==> src/rtl/tick_period_meter.sv <==
// Tick spacing monitor: measures cycles between tick pulses, reports the recovered
// divisor and flags when LOCK_COUNT consecutive measurements agree.
module tick_period_meter #(
  parameter int unsigned WIDTH      = 17,
  parameter int unsigned LOCK_COUNT = 4
) (
  input  logic             inclk,
  input  logic             reset,
  input  logic             tick,
  output logic [WIDTH-1:0] period,
  output logic             period_valid,
  output logic             locked,
  output logic             overflow
);

  localparam logic [WIDTH-1:0] CNT_MAX    = '1;
  localparam logic [3:0]       LOCK_MATCH = 4'(LOCK_COUNT);

  typedef enum logic [1:0] {
    IDLE    = 2'd0,
    MEASURE = 2'd1,
    LOCKED  = 2'd2
  } state_t;

  state_t           state, state_nxt;
  logic [WIDTH-1:0] cnt, cnt_nxt;
  logic [WIDTH-1:0] last, last_nxt;
  logic [3:0]       match, match_nxt;
  logic [WIDTH-1:0] period_nxt;
  logic             period_valid_nxt;
  logic             locked_nxt;
  logic             overflow_nxt;

  // State and output registers; reset wins over any tick in the same cycle.
  always_ff @(posedge inclk) begin
    if (reset) begin
      state        <= IDLE;
      cnt          <= '0;
      last         <= '0;
      match        <= '0;
      period       <= '0;
      period_valid <= 1'b0;
      locked       <= 1'b0;
      overflow     <= 1'b0;
    end else begin
      state        <= state_nxt;
      cnt          <= cnt_nxt;
      last         <= last_nxt;
      match        <= match_nxt;
      period       <= period_nxt;
      period_valid <= period_valid_nxt;
      locked       <= locked_nxt;
      overflow     <= overflow_nxt;
    end
  end

  // Next-state and next-output logic.
  always_comb begin
    state_nxt        = state;
    cnt_nxt          = cnt;
    last_nxt         = last;
    match_nxt        = match;
    period_nxt       = period;
    period_valid_nxt = 1'b0;
    locked_nxt       = locked;
    overflow_nxt     = overflow;

    case (state)
      IDLE: begin
        if (tick) begin
          // Reference tick: starts the interval but yields no measurement.
          cnt_nxt      = WIDTH'(1);
          match_nxt    = 4'd0;
          overflow_nxt = 1'b0;
          state_nxt    = MEASURE;
        end
      end

      default: begin
        if (tick) begin
          period_nxt       = cnt;
          last_nxt         = cnt;
          period_valid_nxt = 1'b1;
          cnt_nxt          = WIDTH'(1);
          overflow_nxt     = 1'b0;
          if (match == 4'd0 || cnt != last) begin
            match_nxt = 4'd1;
          end else if (match >= LOCK_MATCH) begin
            match_nxt = LOCK_MATCH;
          end else begin
            match_nxt = match + 4'd1;
          end
          locked_nxt = (match_nxt == LOCK_MATCH);
          state_nxt  = locked_nxt ? LOCKED : MEASURE;
        end else if (cnt != CNT_MAX) begin
          cnt_nxt = cnt + WIDTH'(1);
        end else begin
          // Saturated without a tick: drop the reference and start over.
          cnt_nxt      = '0;
          overflow_nxt = 1'b1;
          locked_nxt   = 1'b0;
          match_nxt    = 4'd0;
          state_nxt    = IDLE;
        end
      end
    endcase
  end

endmodule

==> config.mk <==
export PLATFORM = sky130hd
export DESIGN_NAME = tick_period_meter
export DESIGN_NICKNAME = d
export VERILOG_FILES = /design/src/rtl/tick_period_meter.sv
export SDC_FILE = /design/constraint.sdc
export NUM_CORES = 1
export LEC_CHECK = 0
export ABC_AREA = 1
export ABC_CLOCK_PERIOD_IN_PS = 2800
export CELL_PAD_IN_SITES_DETAIL_PLACEMENT = 1
export CELL_PAD_IN_SITES_GLOBAL_PLACEMENT = 1
export CORE_MARGIN = 2
export CORE_UTILIZATION = 40
export CTS_BUF_LIST = sky130_fd_sc_hd__clkbuf_8
export DETAILED_ROUTE_END_ITERATION = 16
export GPL_TIMING_DRIVEN = 0
export PLACE_DENSITY = 0.86
export SLEW_MARGIN = 20
export SYNTH_ARGS = -nofsm -noshare
export SYNTH_HDL_FRONTEND = slang
export SYNTH_SLANG_ARGS = --single-unit
==> constraint.sdc <==
create_clock -name inclk -period 2.8 [get_ports inclk]
set_input_delay 0.56 -clock inclk [delete_from_list [all_inputs] [get_ports inclk]]
set_output_delay 0.56 -clock inclk [all_outputs]
set_load 0.01 [all_outputs]
Fig. 1: clock routing
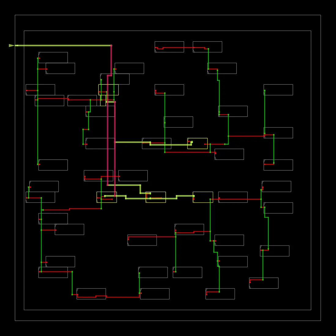
clk_lat worst skew: 0.29 ns
clock sinks: 43
total CTS buffers: 5

Fig. 2: sequential cells grouped by signal name
Scale bar: 20 µm. Other sequential cells in the stronger gray, the rest of the logic in the fainter gray.
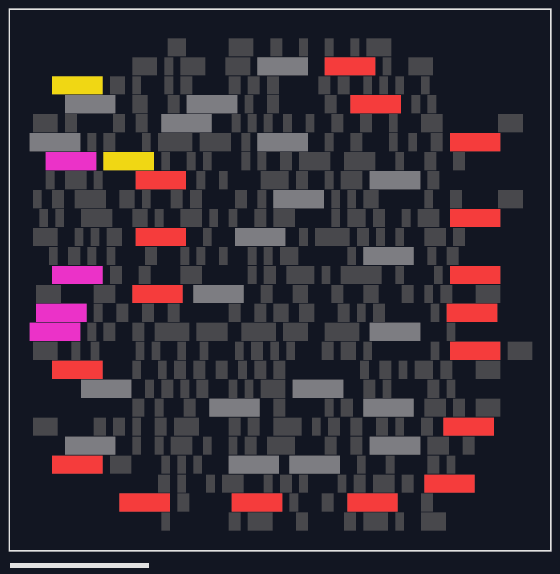
| color | name in the netlist | flops |
|---|---|---|
| magenta | match | 4 |
| red | last | 17 |
| yellow | state | 2 |

Fig. 3: port wiring
Scale bar: 20 µm.
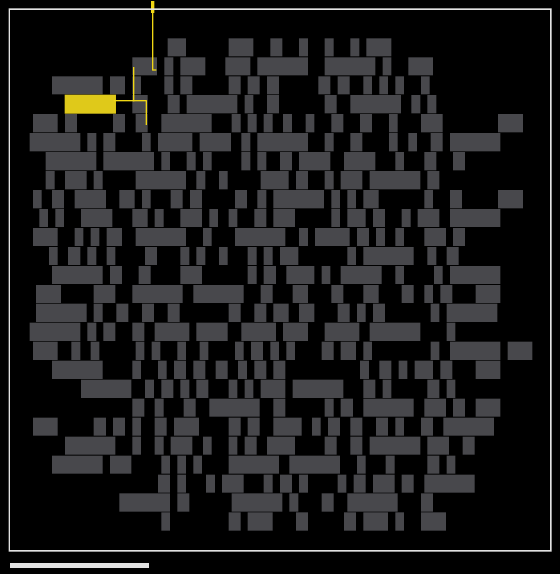
| color | port | bits | direction | edge | end cells | buffers | wire |
|---|---|---|---|---|---|---|---|
| yellow | locked | 1 | output | top | 1 | 1 | 21.5 µm |

==> run summary <==
impl run done, here's what came out: Clock transition at path regs 0.08 ns, DR top layer met4, GRT Total Usage 20.7%, HPWL Detailed 4390 µm, ao+oa area frac 19.0%, Peak supply drop 0.361 mV, Post-CTS Setup Inserts 0, # diodes 0, Synth top cells by count 59 x nand2_1, 43 x dfxtp_1, 36 x a21oi_1, met3 wire len 193 µm, buffer and inverter count on the worst path 3, floorplan utilization 42.0%, Adder Area Share 2.32%, Top Usage Layer GRT met2, drt pass-1 iters 4, first-pass GRT wire length 9920 µm, vias in the first global route 2047, Hold Path Class register to register, Synth area leaders dfxtp_1 40%, nand2_1 10%, a21oi_1 8.4%, Synth Warn # 0, CP cell instances ha_1 > nand4_1 > nor2_2 > nand2_2 > inv_2 > nand2_4 > nor4_2 > ha_1 > nor2_1 > nand2_1 > inv_2 > buf_6 > nand3_1 > a21oi_1, Vias 2080, total power 1.16 mW, hold depth 2, crit-path leading delay family simple AND/OR/NAND/NOR gates, post-synthesis cell type count 35, Synth top area share 39.9%, mux frac, synth 0%, XORs/XNORs by Area 4.47%, Crit Path Max Fanout 10, filler-free cell count of the finished design 396, row count 26, clock tree buffer depth 2, Worst Skew 0.0105 ns, Final Slew Violations 0, post-synthesis cell area 0.00216 mm², slowest stage delay, CP 0.47 ns, Cell Area, Placed 0.00245 mm², FILL cells 683, # hold bufs at CTS 0, die span in x 77.4 µm, share of post-route cells with drive strength above 1 9.51%, GR Layer Usage met3 2.44%, met2 WL post-DR 2890 µm, register share after synthesis 39.9%, Synth logic family simple AND/OR/NAND/NOR gates, Flops after synth 43, maximum clock rate 390 MHz, and+or+nand+nor area frac 24.4%, clk root buf clkbuf_8, slowest CP cell dfxtp_1, GRT overflow 0, WL/cell 14.9 µm, Finished Core Util 49.3%, clock share of power 31.4%, TritonCTS clock tree done, Sw Pwr 0.307 mW, PortBufs 21, die height 77.4 µm, post_cts resized 0, Final ANT Viol Nets 0, shortest period the worst path allows 2.56 ns, cell type with the largest total area dfxtp_1, Post-synth top flop dfxtp_1, CP Launch Type register, Core Footprint 0.00514 mm², Post-synth EDFFs 0, count leader, synth nand2_1, final WL 5900 µm, io pins 23, Critical Path RT 2.95 ns, power per cell area 458 mW/mm², Chip Area 0.00600 mm², OpenROAD warnings 27, worst slew pin tran 0.615 ns, Layout Nets 334, # Max-Cap Violations 0, Syn-to-layout area delta 17.5%, Logic pwr share 12.7%, Iter 0 DRT Violations 67, Post-route DRC 0, Max-slew headroom 59.0%, internal power 0.853 mW, status finished, final reports clean, Yosys chip area 0.00216 mm², Arr. time, crit path 2.72 ns, Synth Instances 299, largest net degree at the start of global routing 12, FFs w/ async S/R, synth 0%, Final Setup Violations 0, initial antenna violation count 0, yosys cell count 299, CP Class register to register, crit end category register, M1 GR Usage 26.7%, post-route design area 0.00253 mm², most instantiated logic cell after routing nand2_1, routed length on met1 2750 µm, Top cells excl fill/tap 59 x nand2_1, 43 x dfxtp_1, 36 x a21oi_1, Switching Fraction 26.4%, Vias/cell 5.25, Leakage 0.970 nW, cycle use final 91.6%, Critical Path Stages 14, Fin. Hold Viols 0, H-tree depth 2, final hold slack 0.446 ns, syn avg cell area 7.21 µm², Post-Syn Nets 306, r2r worst-path depth 14, sequential power share 55.8%, Global Route met2 Usage 35.9%, placed cells 390, GP Congestion 0.797
## worst paths after layout
kind | from | to | slack (ns)
worst max-delay path | cnt[0] | cnt[8] | 0.24
worst min-delay path | match[3] | match[3] | 0.45
worst max register to register | cnt[0] | cnt[8] | 0.24
worst min register to register | match[3] | match[3] | 0.45
## stage by stage
stage / TNS (ns) / setup slack [ns]
2_1_floorplan: 0 / 0.683
3_3_place_gp: 0 / 0.134
3_5_place_dp: 0 / 0.137
4_1_cts: 0 / 0.109
5_1_grt: -0.0125 / -0.0125
6_report: 0 / 0.236
## registers in the layout, indices dropped and copies added (netlist names)
name,count
state,2
overflow,1
last,17
match,4
period_valid,1
locked,1
cnt,17
## cell families after synthesis
kind of cell             after synthesis
buffers and inverters                 50
adder cells (fa/ha/maj)                4
AND/OR/NAND/NOR                      114
XOR/XNOR                              11
AND-OR/OR-AND                         77
flip-flops                            43
## power by group through the flow
| stage | logic [mW] | clock network [mW] | registers, mW |
|---|---|---|---|
| after global routing | 0.165 | 0.398 | 0.651 |
| final | 0.147 | 0.365 | 0.648 |
| after floorplan | 0.0781 | 0 | 0.666 |
| after CTS | 0.149 | 0.375 | 0.648 |
| after detailed placement | 0.148 | 0 | 0.663 |
| after global placement | 0.142 | 0 | 0.662 |
## final cells by class
class / count / area, µm² / area share, %
clock buffers: 5 / 68.8 / 2.72
multi-input cells: 206 / 1090 / 43.0
flip-flops and latches: 43 / 861 / 34.0
plain buffers: 12 / 71.3 / 2.81
repair buffers: 21 / 210 / 8.30
inverters: 38 / 143 / 5.63
well taps: 70 / 87.6 / 3.46
clock inverters: 1 / 3.75 / 0.148
No activity file was given, so power comes from the tool's default toggle rates.
